Run 1, wiring heat map:
21 x 21 tiles, from dark blue (low) to red (high), scaled to the fullest tile. Values are wire area over tile area, all layers added.
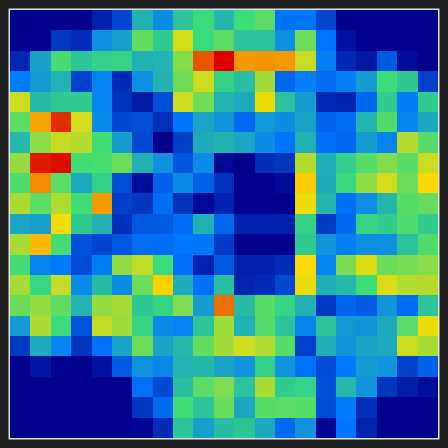
Run 1, where the registers sit:
The bar under the picture is 20 microns long.
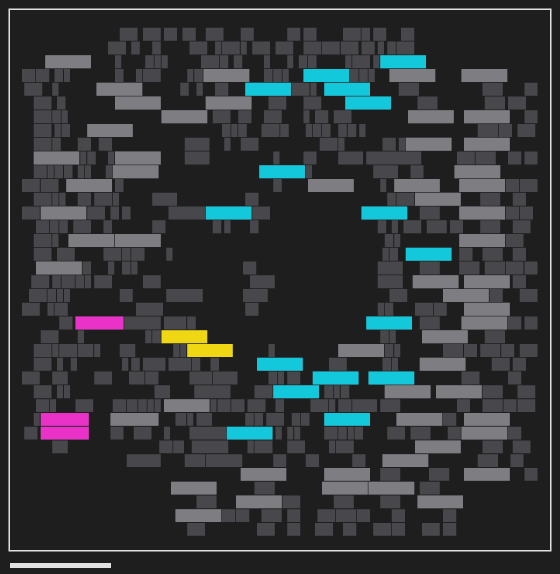
Run 1, cells by drive strength:
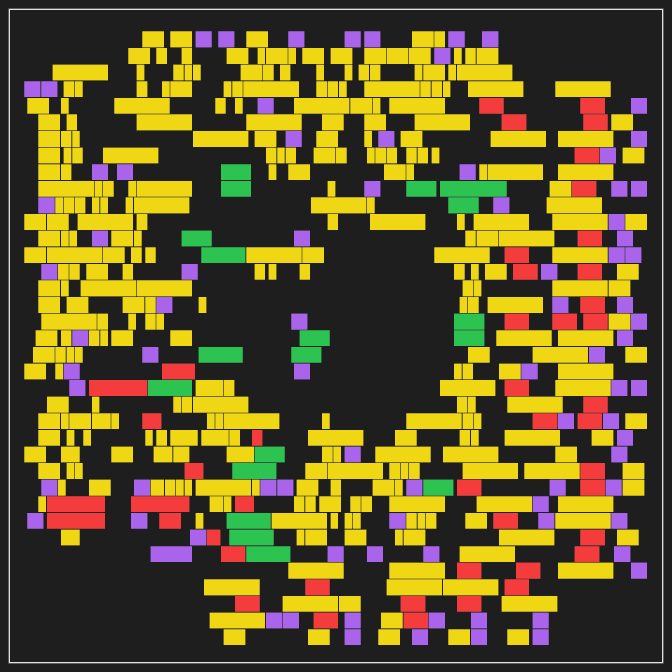
Run 1, clock distribution:
The bar under the picture is 20 microns long.
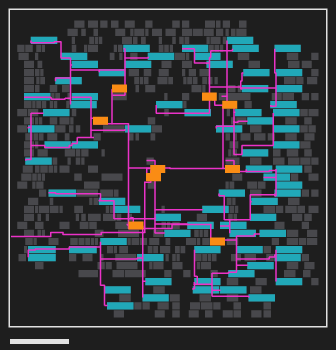
File: src/rtl/alu_seq_arbiter.sv
// rtl/alu_seq_arbiter.sv - round-robin arbiter and sequencer sharing one registered ALU between two requesters
//
// Purpose: grants one of two requesters, issues its op to the ALU, waits out
// the ALU result (1 cycle) and zero-flag (2 cycle) latencies, and returns the
// result and zero flag to the requester that issued the op.
//
// Ports:
//   clk, rst_n                 clock (rising edge), asynchronous active-low reset
//   reqX_valid/op/a/b/ready    request channel of requester X (X = 0, 1)
//   rspX_valid/data/zero       one-cycle response pulse to requester X
//   rspX_err                   op-7 error flag (only with ALU_SEQ_OPCHECK_EN)
//   alu_in1/alu_in2/alu_op     registered operand/opcode drive to the ALU
//   alu_res, alu_z             ALU result and zero flag (bit 0 used)
//   busy                       high whenever the sequencer is not idle
//
// Optional feature: define ALU_SEQ_OPCHECK_EN to short-circuit op 3'd7
// requests with an error response instead of issuing them.

module alu_seq_arbiter #(
    parameter int N = 16
) (
    input  logic         clk,
    input  logic         rst_n,
    input  logic         req0_valid,
    input  logic [2:0]   req0_op,
    input  logic [N-1:0] req0_a,
    input  logic [N-1:0] req0_b,
    output logic         req0_ready,
    output logic         rsp0_valid,
    output logic [N-1:0] rsp0_data,
    output logic         rsp0_zero,
    input  logic         req1_valid,
    input  logic [2:0]   req1_op,
    input  logic [N-1:0] req1_a,
    input  logic [N-1:0] req1_b,
    output logic         req1_ready,
    output logic         rsp1_valid,
    output logic [N-1:0] rsp1_data,
    output logic         rsp1_zero,
    output logic [N-1:0] alu_in1,
    output logic [N-1:0] alu_in2,
    output logic [2:0]   alu_op,
    input  logic [N-1:0] alu_res,
    input  logic [15:0]  alu_z,
`ifdef ALU_SEQ_OPCHECK_EN
    output logic         rsp0_err,
    output logic         rsp1_err,
`endif
    output logic         busy
);

    localparam logic [2:0] OP_HOLD = 3'd7;

    typedef enum logic [1:0] {
        IDLE  = 2'd0,
        EXEC  = 2'd1,
        WAIT1 = 2'd2,
        WAIT2 = 2'd3
    } state_t;

    state_t         state_q, state_d;
    logic           ptr_q, ptr_d;       // last grantee; 1 after reset so requester 0 wins first
    logic           owner_q, owner_d;
    logic [N-1:0]   alu_in1_q, alu_in1_d;
    logic [N-1:0]   alu_in2_q, alu_in2_d;
    logic [2:0]     alu_op_q, alu_op_d;
    logic           rsp0_valid_q, rsp0_valid_d;
    logic [N-1:0]   rsp0_data_q, rsp0_data_d;
    logic           rsp0_zero_q, rsp0_zero_d;
    logic           rsp1_valid_q, rsp1_valid_d;
    logic [N-1:0]   rsp1_data_q, rsp1_data_d;
    logic           rsp1_zero_q, rsp1_zero_d;
    logic           grant0, grant1;
    logic [N-1:0]   rsp_data;
    logic           rsp_zero;
    logic           unused_alu_z;

`ifdef ALU_SEQ_OPCHECK_EN
    logic           op_err_q, op_err_d;
    logic           rsp0_err_q, rsp0_err_d;
    logic           rsp1_err_q, rsp1_err_d;
`endif

    assign unused_alu_z = ^alu_z[15:1];

    // With both valid, the requester opposite the last grantee wins.
    assign grant0 = req0_valid & (~req1_valid | ptr_q);
    assign grant1 = req1_valid & (~req0_valid | ~ptr_q);

    always_comb begin
        state_d      = state_q;
        ptr_d        = ptr_q;
        owner_d      = owner_q;
        alu_in1_d    = alu_in1_q;
        alu_in2_d    = alu_in2_q;
        alu_op_d     = alu_op_q;
        rsp0_valid_d = 1'b0;
        rsp0_data_d  = rsp0_data_q;
        rsp0_zero_d  = rsp0_zero_q;
        rsp1_valid_d = 1'b0;
        rsp1_data_d  = rsp1_data_q;
        rsp1_zero_d  = rsp1_zero_q;
        rsp_data     = alu_res;
        rsp_zero     = alu_z[0];
`ifdef ALU_SEQ_OPCHECK_EN
        op_err_d     = op_err_q;
        rsp0_err_d   = 1'b0;
        rsp1_err_d   = 1'b0;
`endif
        case (state_q)
            IDLE: begin
                if (grant0 | grant1) begin
                    alu_in1_d = grant1 ? req1_a  : req0_a;
                    alu_in2_d = grant1 ? req1_b  : req0_b;
                    alu_op_d  = grant1 ? req1_op : req0_op;
                    ptr_d     = grant1;
                    owner_d   = grant1;
                    state_d   = EXEC;
`ifdef ALU_SEQ_OPCHECK_EN
                    // An op-7 request never reaches the ALU: alu_op is loaded
                    // with the hold code itself and the response is immediate.
                    op_err_d = (alu_op_d == OP_HOLD);
                    if (op_err_d) begin
                        state_d = WAIT2;
                    end
`endif
                end
            end
            EXEC: begin
                // The ALU samples the op on this edge; hold afterwards so
                // alu_res stays put while the zero flag catches up.
                alu_op_d = OP_HOLD;
                state_d  = WAIT1;
            end
            WAIT1: begin
                state_d = WAIT2;
            end
            WAIT2: begin
                state_d = IDLE;
`ifdef ALU_SEQ_OPCHECK_EN
                if (op_err_q) begin
                    rsp_data = '0;
                    rsp_zero = 1'b0;
                end
                rsp0_err_d = op_err_q & ~owner_q;
                rsp1_err_d = op_err_q & owner_q;
`endif
                if (owner_q) begin
                    rsp1_valid_d = 1'b1;
                    rsp1_data_d  = rsp_data;
                    rsp1_zero_d  = rsp_zero;
                end else begin
                    rsp0_valid_d = 1'b1;
                    rsp0_data_d  = rsp_data;
                    rsp0_zero_d  = rsp_zero;
                end
            end
            default: state_d = IDLE;
        endcase
    end

    always_ff @(posedge clk or negedge rst_n) begin
        if (!rst_n) begin
            state_q      <= IDLE;
            ptr_q        <= 1'b1;
            owner_q      <= 1'b0;
            alu_in1_q    <= '0;
            alu_in2_q    <= '0;
            alu_op_q     <= OP_HOLD;
            rsp0_valid_q <= 1'b0;
            rsp0_data_q  <= '0;
            rsp0_zero_q  <= 1'b0;
            rsp1_valid_q <= 1'b0;
            rsp1_data_q  <= '0;
            rsp1_zero_q  <= 1'b0;
        end else begin
            state_q      <= state_d;
            ptr_q        <= ptr_d;
            owner_q      <= owner_d;
            alu_in1_q    <= alu_in1_d;
            alu_in2_q    <= alu_in2_d;
            alu_op_q     <= alu_op_d;
            rsp0_valid_q <= rsp0_valid_d;
            rsp0_data_q  <= rsp0_data_d;
            rsp0_zero_q  <= rsp0_zero_d;
            rsp1_valid_q <= rsp1_valid_d;
            rsp1_data_q  <= rsp1_data_d;
            rsp1_zero_q  <= rsp1_zero_d;
        end
    end

`ifdef ALU_SEQ_OPCHECK_EN
    always_ff @(posedge clk or negedge rst_n) begin
        if (!rst_n) begin
            op_err_q   <= 1'b0;
            rsp0_err_q <= 1'b0;
            rsp1_err_q <= 1'b0;
        end else begin
            op_err_q   <= op_err_d;
            rsp0_err_q <= rsp0_err_d;
            rsp1_err_q <= rsp1_err_d;
        end
    end

    assign rsp0_err = rsp0_err_q;
    assign rsp1_err = rsp1_err_q;
`endif

    assign req0_ready = (state_q == IDLE) & grant0;
    assign req1_ready = (state_q == IDLE) & grant1;
    assign rsp0_valid = rsp0_valid_q;
    assign rsp0_data  = rsp0_data_q;
    assign rsp0_zero  = rsp0_zero_q;
    assign rsp1_valid = rsp1_valid_q;
    assign rsp1_data  = rsp1_data_q;
    assign rsp1_zero  = rsp1_zero_q;
    assign alu_in1    = alu_in1_q;
    assign alu_in2    = alu_in2_q;
    assign alu_op     = alu_op_q;
    assign busy       = (state_q != IDLE);

endmodule

File: config.mk
export PLATFORM = sky130hd
export DESIGN_NAME = alu_seq_arbiter
export DESIGN_NICKNAME = d
export VERILOG_FILES = /design/src/rtl/alu_seq_arbiter.sv
export SDC_FILE = /design/constraint.sdc
export NUM_CORES = 1
export LEC_CHECK = 0
export CORE_MARGIN = 2
export CORE_UTILIZATION = 30
export DETAILED_ROUTE_END_ITERATION = 10
export PLACE_DENSITY = 0.65
export SLEW_MARGIN = 30
export SYNTH_ARGS = -nofsm -noshare
export SYNTH_HDL_FRONTEND = slang
export SYNTH_SLANG_ARGS = --single-unit
File: constraint.sdc
create_clock -name clk -period 2.2 [get_ports clk]
set_input_delay 0.44 -clock clk [delete_from_list [all_inputs] [get_ports clk]]
set_output_delay 0.44 -clock clk [all_outputs]
set_load 0.1 [all_outputs]
==> run summary, run 1 <==
Leading cell kind: sequential cells
Cells after DPL: 591
Row Count: 37
Area fraction in compound gates: 0.136
Area share, top type: 0.560
Net count, final: 577
Cts hold-fix bufs: 0
ANT cells: 0
CP max-delay cell: dfrtp_1
Biggest area cells: dfrtp_1 (56%), mux2_2 (12%), a21oi_1 (10%)
Ys async rst share: 1.00
Simple-Gate Fraction of Synth Area: 0.0935
Adder Share, Synth: 0.0197
Dominant logic cell type in the layout: clkdlybuf4s50_1
Met3 Track Usage GR: 0.0444
Largest net degree at the start of global routing: 44
Fp_density: 0.308
Levels on crit path: 5
Initial antenna violation count: 0
H-tree levels: 3
Top-count cell post-synth: dfrtp_1
Biggest cell delay along the critical path: 0.41 ns
Slew margin rel.: 0.685
Placer Congestion: 0.706
Worst-path clk slew: 0.08 ns
Run status: finished clean
RR Startpoint: state_q[0]$_DFFE_PN0P_
Worst slack at placement: 0.191 ns
Die y size: 107 microns
Mean Syn Cell Area: 10.7 sq um
Met1 usage: 0.202
Vias in the first global route: 2880
Setup Fix Bufs, Post-CTS: 0
# DRC: 0
Layout cells sized above 1: 0.313
Worst Path Required: 1.76 ns
Ys cells: 295
Syn Nets: 406
Post-DP HPWL: 6.68 mm
DIE AREA: 11400 sq um
GRT Residual Overflow: 0
Final hold vios: 0
CP Cell Sequence: inv_1, ha_2, inv_1, nor2_2, buf_12
CTS tree: built
RSZ-0062 raised after global routing: false
I/O pins: 180
CP most frequent cell: inv_1
Logic share of the area: 0.233
WHS: 0.0430 ns
Seq/Total Area, Yosys: 0.594
End point of the critical path: req1_ready
Placed instance area: 4900 sq um
Setup-failing EPs final: 0
Clock buffers: 11
R2r worst-path depth: 5
# fillers: 987
Dominant combinational family: AND-OR/OR-AND gates
Highest metal used: met4
Mux area share: 0.121
Tmin final: 2.08 ns
Most frequent cells in the layout: clkdlybuf4s50_1 (89), buf_4 (80), dfrtp_1 (71), a21oi_1 (65), nand2_1 (41)
Grt met2 use: 0.264
Synth Cell Area: 3170 sq um
Post-route ant nets: 0
Sequential Area: 1880 sq um
Ys flop type: dfrtp_1
Num CTS Buffers: 9
Total negative slack: 0 ns
Yosys top cell by area: dfrtp_1
Non-clock buffer instance count of the final layout: 176
Flops & latches, synth: 75
F_max: 0.480 GHz
Synthesized instance count: 295
Port Buffer Count: 164
Initial DRC count: 91
Finished Cell Area: 5110 sq um
Wire length on met3: 660 microns
Metal2 WL: 4.41 mm
M1 WL: 3.92 mm
Worst Setup SP: state_q[0]$_DFFE_PN0P_
Number of enable flip-flop cells: 0
Critical Path Source Type: register
Worst setup EP type: output port
Back to the opening pictures, 'wiring heat map':
emptiest ninth of the die = centre
nearly empty tiles = 13%
tiles over half the peak = 26%
GRT Util Overall: 0.159
Routed wire per std cell: 15.1 microns
total number of vias: 2830
Routed WL: 9.12 mm

Back to the opening pictures, 'where the registers sit':
cyan -> `alu_in1`  # placed flops 16
magenta -> `alu_op`  # placed flops 3
yellow -> `state_q`  # placed flops 2
not coloured = 54

Back to the opening pictures, 'cells by drive strength':
yellow -> drive 1 or less  # cells 323, share 69%
purple -> drive 3 to 4  # cells 83, share 18%
green -> drive 6 and up  # cells 19, share 4.0%
red -> drive 2  # cells 45, share 9.6%
fin worst setup slack: 0.117 ns
synthesis-to-layout area growth: 61.0%

Back to the opening pictures, 'clock distribution':
cyan -> flip-flops  # count 75
orange -> cells driving clock nets  # count 9
magenta -> clock wires  # length 1020 microns
flops lie = widely spread
Clock Skew: 0.00435 ns
Clk Latency, worst-skew pair: 0.34 ns

==> inputs of run 2 (changes only) <==
--- a/config.mk
+++ b/config.mk
@@ -5,11 +5,12 @@
 export SDC_FILE = /design/constraint.sdc
 export NUM_CORES = 1
 export LEC_CHECK = 0
+export ABC_CLOCK_PERIOD_IN_PS = 2200
 export CORE_MARGIN = 2
 export CORE_UTILIZATION = 30
 export DETAILED_ROUTE_END_ITERATION = 10
 export PLACE_DENSITY = 0.65
-export SLEW_MARGIN = 30
+export SLEW_MARGIN = 20
 export SYNTH_ARGS = -nofsm -noshare
 export SYNTH_HDL_FRONTEND = slang
 export SYNTH_SLANG_ARGS = --single-unit
Run 2, cells by drive strength:
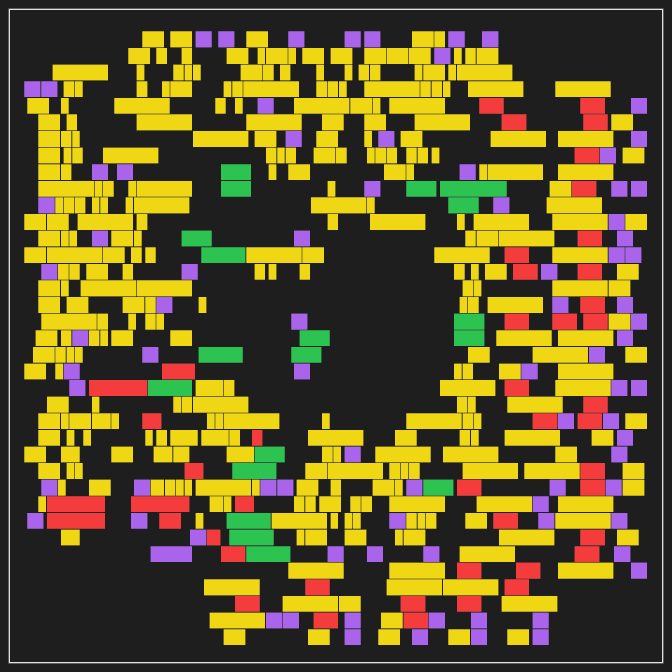
green -> drive 6 and up  # cells 19, share 4.0%
purple -> drive 3 to 4  # cells 83, share 18%
yellow -> drive 1 or less  # cells 323, share 69%
red -> drive 2  # cells 45, share 9.6%

==> run 2 against run 1 <==
Net effect:
- maximum frequency is the same
- first-iteration DRC count is the same
- core utilization is the same
- critical endpoint unchanged
- highest routed layer unchanged
==> run summary, run 2 <==
Mean Syn Cell Area: 10.7 sq um (unchanged)
Metal2 WL: 4.41 mm (unchanged)
Placer Congestion: 0.706 (unchanged)
Slew margin rel.: 0.685 (unchanged)
Worst slack at placement: 0.191 ns (unchanged)
# DRC: 0 (unchanged)
Number of enable flip-flop cells: 0 (unchanged)
Setup Fix Bufs, Post-CTS: 0 (unchanged)
Dominant logic cell type in the layout: clkdlybuf4s50_1
Run status: finished clean
Row Count: 37 (unchanged)
Logic share of the area: 0.233 (unchanged)
Post-DP HPWL: 6.68 mm (unchanged)
Met1 usage: 0.202 (unchanged)
Biggest area cells: dfrtp_1 (56%), mux2_2 (12%), a21oi_1 (10%)
Tmin final: 2.08 ns (unchanged)
Critical Path Source Type: register
Worst Path Required: 1.76 ns (about the same)
End point of the critical path: req1_ready
CP max-delay cell: dfrtp_1
CTS tree: built
Cells after DPL: 591 (unchanged)
Total negative slack: 0 ns (unchanged)
RSZ-0062 raised after global routing: false
CP Cell Sequence: inv_1, ha_2, inv_1, nor2_2, buf_12
Synth Cell Area: 3170 sq um (unchanged)
Dominant combinational family: AND-OR/OR-AND gates
Synthesized instance count: 295 (unchanged)
Post-route ant nets: 0 (unchanged)
H-tree levels: 3 (unchanged)
Top-count cell post-synth: dfrtp_1
ANT cells: 0 (unchanged)
Met3 Track Usage GR: 0.0444 (unchanged)
Net count, final: 577 (unchanged)
Routed WL: 9.12 mm (unchanged)
I/O pins: 180 (unchanged)
Num CTS Buffers: 9 (unchanged)
M1 WL: 3.92 mm (unchanged)
Levels on crit path: 5 (unchanged)
R2r worst-path depth: 5 (unchanged)
Die y size: 107 microns (unchanged)
Final hold vios: 0 (unchanged)
RR Startpoint: state_q[0]$_DFFE_PN0P_
Most frequent cells in the layout: clkdlybuf4s50_1 (89), buf_4 (80), dfrtp_1 (71), a21oi_1 (65), nand2_1 (41)
Total number of vias: 2830 (unchanged)
Layout cells sized above 1: 0.313 (unchanged)
Fp_density: 0.308 (unchanged)
Run 2, where the registers sit:
The bar under the picture is 20 microns long.
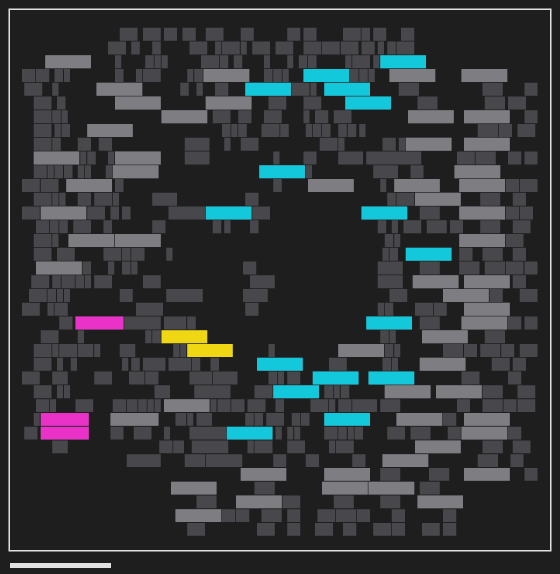
Finished Core Util: 0.497
Sequential Area: 1880 sq um
Seq/total area: 0.369

==> inputs of run 3 (changes only) <==
--- a/config.mk
+++ b/config.mk
@@ -8,7 +8,9 @@
 export ABC_CLOCK_PERIOD_IN_PS = 2200
 export CORE_MARGIN = 2
 export CORE_UTILIZATION = 30
+export CTS_CLUSTER_SIZE = 20
 export DETAILED_ROUTE_END_ITERATION = 10
+export GPL_ROUTABILITY_DRIVEN = 0
 export PLACE_DENSITY = 0.65
 export SLEW_MARGIN = 20
 export SYNTH_ARGS = -nofsm -noshare
Run 3, clock distribution:
The bar under the picture is 20 microns long.
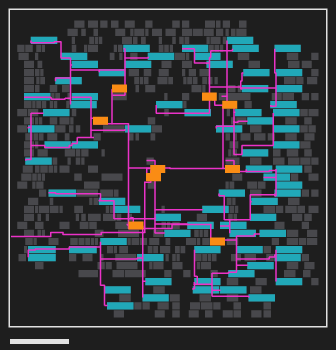

Run 3, wiring heat map:
21 x 21 tiles, from dark blue (low) to red (high), scaled to the fullest tile. Values are wire area over tile area, all layers added.
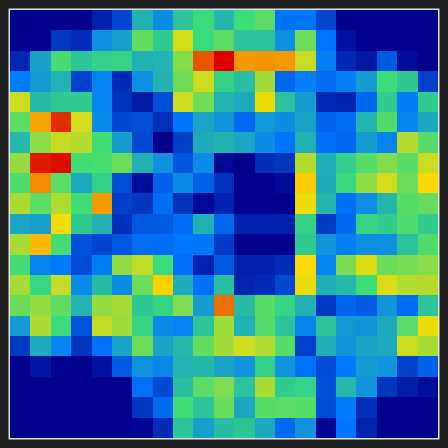
tiles over half the peak = 26%
fullest tile = 0.38
emptiest ninth of the die = centre
nearly empty tiles = 13%
densest ninth of the die = east

==> run 3 against run 2 <==
Net effect:
- sequential share of layout area is the same
- first-iteration DRC count is the same
- worst setup slack is the same
- cell area is the same
- final cell count is the same
- largest cell class unchanged
- flip-flop count is the same
==> run summary, run 3 <==
Biggest cell delay along the critical path: 0.41 ns
Run status: finished clean
Row Count: 37 (unchanged)
Met3 Track Usage GR: 0.0444 (unchanged)
Worst Path Required: 1.76 ns (about the same)
R2r worst-path depth: 5 (unchanged)
Post-DP HPWL: 6.68 mm (unchanged)
Routed WL: 9.12 mm (unchanged)
M1 WL: 3.92 mm (unchanged)
ANT cells: 0 (unchanged)
CP most frequent cell: inv_1
CP Cell Sequence: inv_1, ha_2, inv_1, nor2_2, buf_12
H-tree levels: 3 (unchanged)
Worst slack at placement: 0.191 ns (unchanged)
Yosys chip area: 3170 sq um
Post-route ant nets: 0 (unchanged)
Top-count cell post-synth: dfrtp_1
Die y size: 107 microns (unchanged)
Fp_density: 0.308 (unchanged)
Most frequent cells in the layout: clkdlybuf4s50_1 (89), buf_4 (80), dfrtp_1 (71), a21oi_1 (65), nand2_1 (41)
CTS tree: built
Biggest area cells: dfrtp_1 (56%), mux2_2 (12%), a21oi_1 (10%)
Buf/Inv on CP: 3
Setup Fix Bufs, Post-CTS: 0 (unchanged)
Placed instance area: 4900 sq um
Finished Core Util: 0.497 (unchanged)
Layout cells sized above 1: 0.313 (unchanged)
Mean Syn Cell Area: 10.7 sq um (unchanged)
Dominant combinational family: AND-OR/OR-AND gates
Dominant logic cell type in the layout: clkdlybuf4s50_1
Metal2 WL: 4.41 mm (unchanged)
Critical Path Source Type: register
CP max-delay cell: dfrtp_1
Clk root buf: clkbuf_8
Met1 usage: 0.202 (unchanged)
Total number of vias: 2830 (unchanged)
Ys async rst share: 1.00
Seq/total area: 0.369 (unchanged)
Highest metal used: met4
Grt met2 use: 0.264
Net count, final: 577 (unchanged)
Logic share of the area: 0.233 (unchanged)
Number of enable flip-flop cells: 0 (unchanged)
Synth Cell Area: 3170 sq um (unchanged)
Synthesized instance count: 295 (unchanged)
Cells after DPL: 591 (unchanged)
End point of the critical path: req1_ready
RR Startpoint: state_q[0]$_DFFE_PN0P_
Final period util: 0.947
Vias in the first global route: 2880
# DRC: 0 (unchanged)
Num CTS Buffers: 9 (unchanged)
Levels on crit path: 5 (unchanged)
RSZ-0062 raised after global routing: false
Final hold vios: 0 (unchanged)
First-pass GRT wire length: 14.2 mm
I/O pins: 180 (unchanged)
Cts repair resizes: 0
Tmin final: 2.08 ns (unchanged)
Total negative slack: 0 ns (unchanged)
Slew Limit Fails: 0
Largest net degree at the start of global routing: 44
Slew margin rel.: 0.685 (unchanged)
